--- src/rtl/portal_ind_out.sv ---
// portal_ind_out: per-channel indication FIFOs with interrupt,
// overflow tracking and message size lookup.
module portal_ind_out #(
    parameter int NCHAN  = 2,
    parameter int DATA_W = 32,
    parameter int DEPTH  = 4
) (
    input  logic                    CLK,
    input  logic                    RST_N,
    input  logic [NCHAN*DATA_W-1:0] ind_v,
    input  logic [NCHAN-1:0]        EN_ind,
    output logic [NCHAN-1:0]        RDY_ind,
    input  logic [NCHAN-1:0]        EN_deq,
    output logic [NCHAN-1:0]        RDY_deq,
    output logic [NCHAN-1:0]        not_empty,
    output logic [NCHAN*DATA_W-1:0] first,
    input  logic [NCHAN-1:0]        intr_mask,
    output logic                    intr_status,
    output logic [31:0]             intr_channel,
    input  logic [15:0]             msg_method,
    output logic [15:0]             msg_size,
    output logic [NCHAN-1:0]        overflow,
    input  logic [NCHAN-1:0]        ovf_clr
);

    localparam int AW = (DEPTH > 1) ? $clog2(DEPTH) : 1;
    localparam int CW = AW + 1;

    logic [NCHAN-1:0] pending;

    for (genvar k = 0; k < NCHAN; k++) begin : g_ch
        logic [DATA_W-1:0] mem [DEPTH];
        logic [AW-1:0]     rd_ptr;
        logic [AW-1:0]     wr_ptr;
        logic [CW-1:0]     count;
        logic              ovf_q;
        logic              can_enq;
        logic              can_deq;
        logic              do_enq;
        logic              do_deq;
        logic              ovf_hit;

        assign can_enq = count < CW'(DEPTH);
        assign can_deq = count != '0;
        assign do_enq  = EN_ind[k] & can_enq;
        assign do_deq  = EN_deq[k] & can_deq;
        assign ovf_hit = EN_ind[k] & ~can_enq;

        always_ff @(posedge CLK or negedge RST_N) begin
            if (!RST_N) begin
                rd_ptr <= '0;
                wr_ptr <= '0;
                count  <= '0;
                ovf_q  <= 1'b0;
            end else begin
                if (do_enq)
                    wr_ptr <= wr_ptr + 1'b1;
                if (do_deq)
                    rd_ptr <= rd_ptr + 1'b1;
                unique case ({do_enq, do_deq})
                    2'b10:   count <= count + 1'b1;
                    2'b01:   count <= count - 1'b1;
                    default: count <= count;
                endcase
                // A fresh overflow event outranks a clear on the same edge
                if (ovf_hit)
                    ovf_q <= 1'b1;
                else if (ovf_clr[k])
                    ovf_q <= 1'b0;
            end
        end

        always_ff @(posedge CLK) begin
            if (do_enq)
                mem[wr_ptr] <= ind_v[k*DATA_W +: DATA_W];
        end

        assign RDY_ind[k]   = can_enq;
        assign RDY_deq[k]   = can_deq;
        assign not_empty[k] = can_deq;
        assign overflow[k]  = ovf_q;
        assign pending[k]   = can_deq & ~intr_mask[k];
        assign first[k*DATA_W +: DATA_W] =
            can_deq ? mem[rd_ptr] : '0;
    end

    assign intr_status = |pending;

    // Scan downward so the lowest pending channel is the final winner
    always_comb begin
        intr_channel = '0;
        for (int i = NCHAN - 1; i >= 0; i--) begin
            if (pending[i])
                intr_channel = 32'(i);
        end
    end

    assign msg_size = (msg_method < 16'(NCHAN)) ? 16'(DATA_W) : 16'd0;

endmodule

--- config.mk ---
export PLATFORM = sky130hd
export DESIGN_NAME = portal_ind_out
export DESIGN_NICKNAME = d
export VERILOG_FILES = /design/src/rtl/portal_ind_out.sv
export SDC_FILE = /design/constraint.sdc
export NUM_CORES = 1
export LEC_CHECK = 0
export ABC_AREA = 1
export ABC_CLOCK_PERIOD_IN_PS = 3570
export CAP_MARGIN = 0
export CORE_UTILIZATION = 57
export DETAILED_ROUTE_END_ITERATION = 7
export GPL_TIMING_DRIVEN = 0
export PLACE_DENSITY = 0.91
export SYNTH_ARGS = -nofsm -noshare
export SYNTH_HDL_FRONTEND = slang
export SYNTH_SLANG_ARGS = --single-unit
--- constraint.sdc ---
create_clock -name CLK -period 3.57 [get_ports CLK]
set_input_delay 0.714 -clock CLK [delete_from_list [all_inputs] [get_ports CLK]]
set_output_delay 0.714 -clock CLK [all_outputs]
set_load 0.02 [all_outputs]
Placed standard cells:
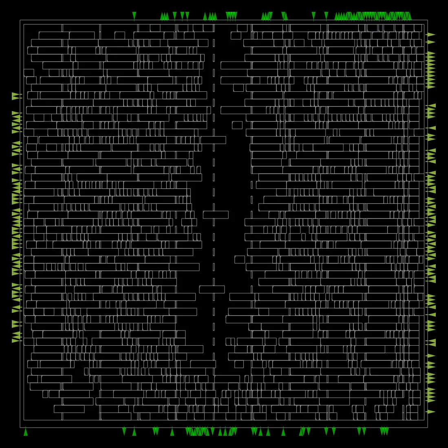
row count: 53
Util after Layout: 73.9%
CORE AREA: 0.0210 sq mm
FFs & Latches: 272
non-filler cells, final: 1735

Clock network drawn from the DEF:
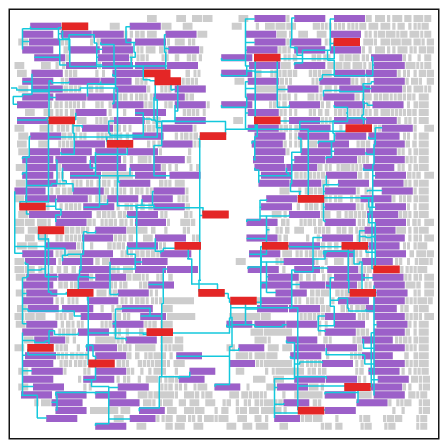
[cells driving clock nets] red | count: 27
[flip-flops] purple | count: 272
[clock wires] cyan | length: 3030 microns
flops lie	all over the die
routed clock nets	28

==> flow_summary_export.csv <==
group,metric,value,unit
status,status,"finished clean",
setup_path,worstPathRequired,2.86,ns
final_timing,layout_min_cycle_time,3.30,ns
worst_hold_path,holdPathStages,1,
setup_path,endpoint,"first[11]",
clocking,cts_root_buf,"clkbuf_16",
setup_path,end_kind,"output port",
place,postPlaceCellArea,0.0146,sq mm
logic_synthesis,synth-warning-count,0,
finish,num-clock-buffers,36,
clocking,cts_tree,"done",
worst_hold_path,hp-start,"g_ch[0].count[0]",
logic_synthesis,ys_types,20,
finish,n_fill_cell,1302,
drt,highest_layer,"met4",
pwr,powerSeq,4.25,mW
pwr,power,13.0,mW
setup_path,setup.worst_path.start,"g_ch[0].count[0]",
logic_synthesis,synth_seq_share,66.1,%
drt,firstDrtPassIters,5,
logic_synthesis,netlist_top_cells_count,"inv_1 (288), nand2_1 (279), edfxtp_1 (256), nand3_1 (132), a21oi_1 (66)",
logic_synthesis,ys_area,0.0122,sq mm
finish,largest_class,"flip-flops and latches",
setup_path,max_stage_delay,0.58,ns
global_routing,grt_pass1_wl,45.1,mm
floorplan,chipArea,0.0220,sq mm
finish,inverters,292,
finish,clk_share,5.74,%
setup_path,r2r-end,"g_ch[1].count[2]",
logic_synthesis,synth_area,0.0122,sq mm
finish,buffers,273,
finish,layout_top_cell,"inv_1",
logic_synthesis,synth-edff-count,256,
logic_synthesis,fa_ha_area_share,1.35,%
pwr,max-vdd-ir-drop,695,uV
worst_hold_path,min_to,"g_ch[0].count[0]",
place,finalWeightedCongestion,0.780,
finish,register_area,0.00809,sq mm
finish,antenna_cells,0,
drt,m1WireLength,9.89,mm
finish,lay_top_cells,"inv_1 (288), nand2_1 (279), edfxtp_1 (256)",
finish,largest_reg_flops,256,
drt,drc,0,
logic_synthesis,topCellsByArea,"edfxtp_1 (63%), inv_1 (8.8%), nand2_1 (8.6%)",
logic_synthesis,async_reset_ff_share,5.88,%
setup_path,crit_buf_inv,4,
drt,met2_length,15.3,mm
clocking,hold_buffers,0,
global_routing,met3_usage,5.15,%
finish,seq_share,52.1,%
clocking,cts.sinks,272,
final_timing,setup_ws,0.274,ns
finish,area_delta_synth_final,27.0,%
final_timing,whs,0.485,ns
clocking,cts_resized,0,
final_timing,slew_headroom,46.6,%
pwr,switching_power,4.95,mW
drt,wl_met3,2.81,mm
final_timing,setup_viol,0,
logic_synthesis,synth.comb.largest_family,"simple AND/OR/NAND/NOR gates",
global_routing,track_usage,26.7,%
run,warnings,33,
pwr,p_sw_share,38.0,%
floorplan,num_tap_cells,275,
pwr,clkPwrFrac,22.0,%
setup_path,critPathTopFamily,"buffers and inverters",
finish,comb_area,0.00264,sq mm
place,dp.cells,1686,
clocking,clk_pin_slew,0.06,ns
global_routing,first_global_vias,9069,
setup_path,path_depth,6,
logic_synthesis,synth_top_area_share,62.9,%
drt,route.antenna.remaining_nets,0,
pwr,power_frac_comb,45.4,%
global_routing,grt_overflow,0,
place,post-place-ws,0.704,ns
final_timing,drv_slew,0,
logic_synthesis,synth-compound-area-share,2.99,%
setup_path,reg2reg_slack,1.60,ns
final_timing,tns,0,ns
logic_synthesis,top_area_cell,"edfxtp_1",
setup_path,worstSetupPathType,"reg -> out",
finish,top_regs,"g_ch.mem x256, g_ch.count x6",
Power figures rest on the tool's default switching activity, not on a simulated workload.
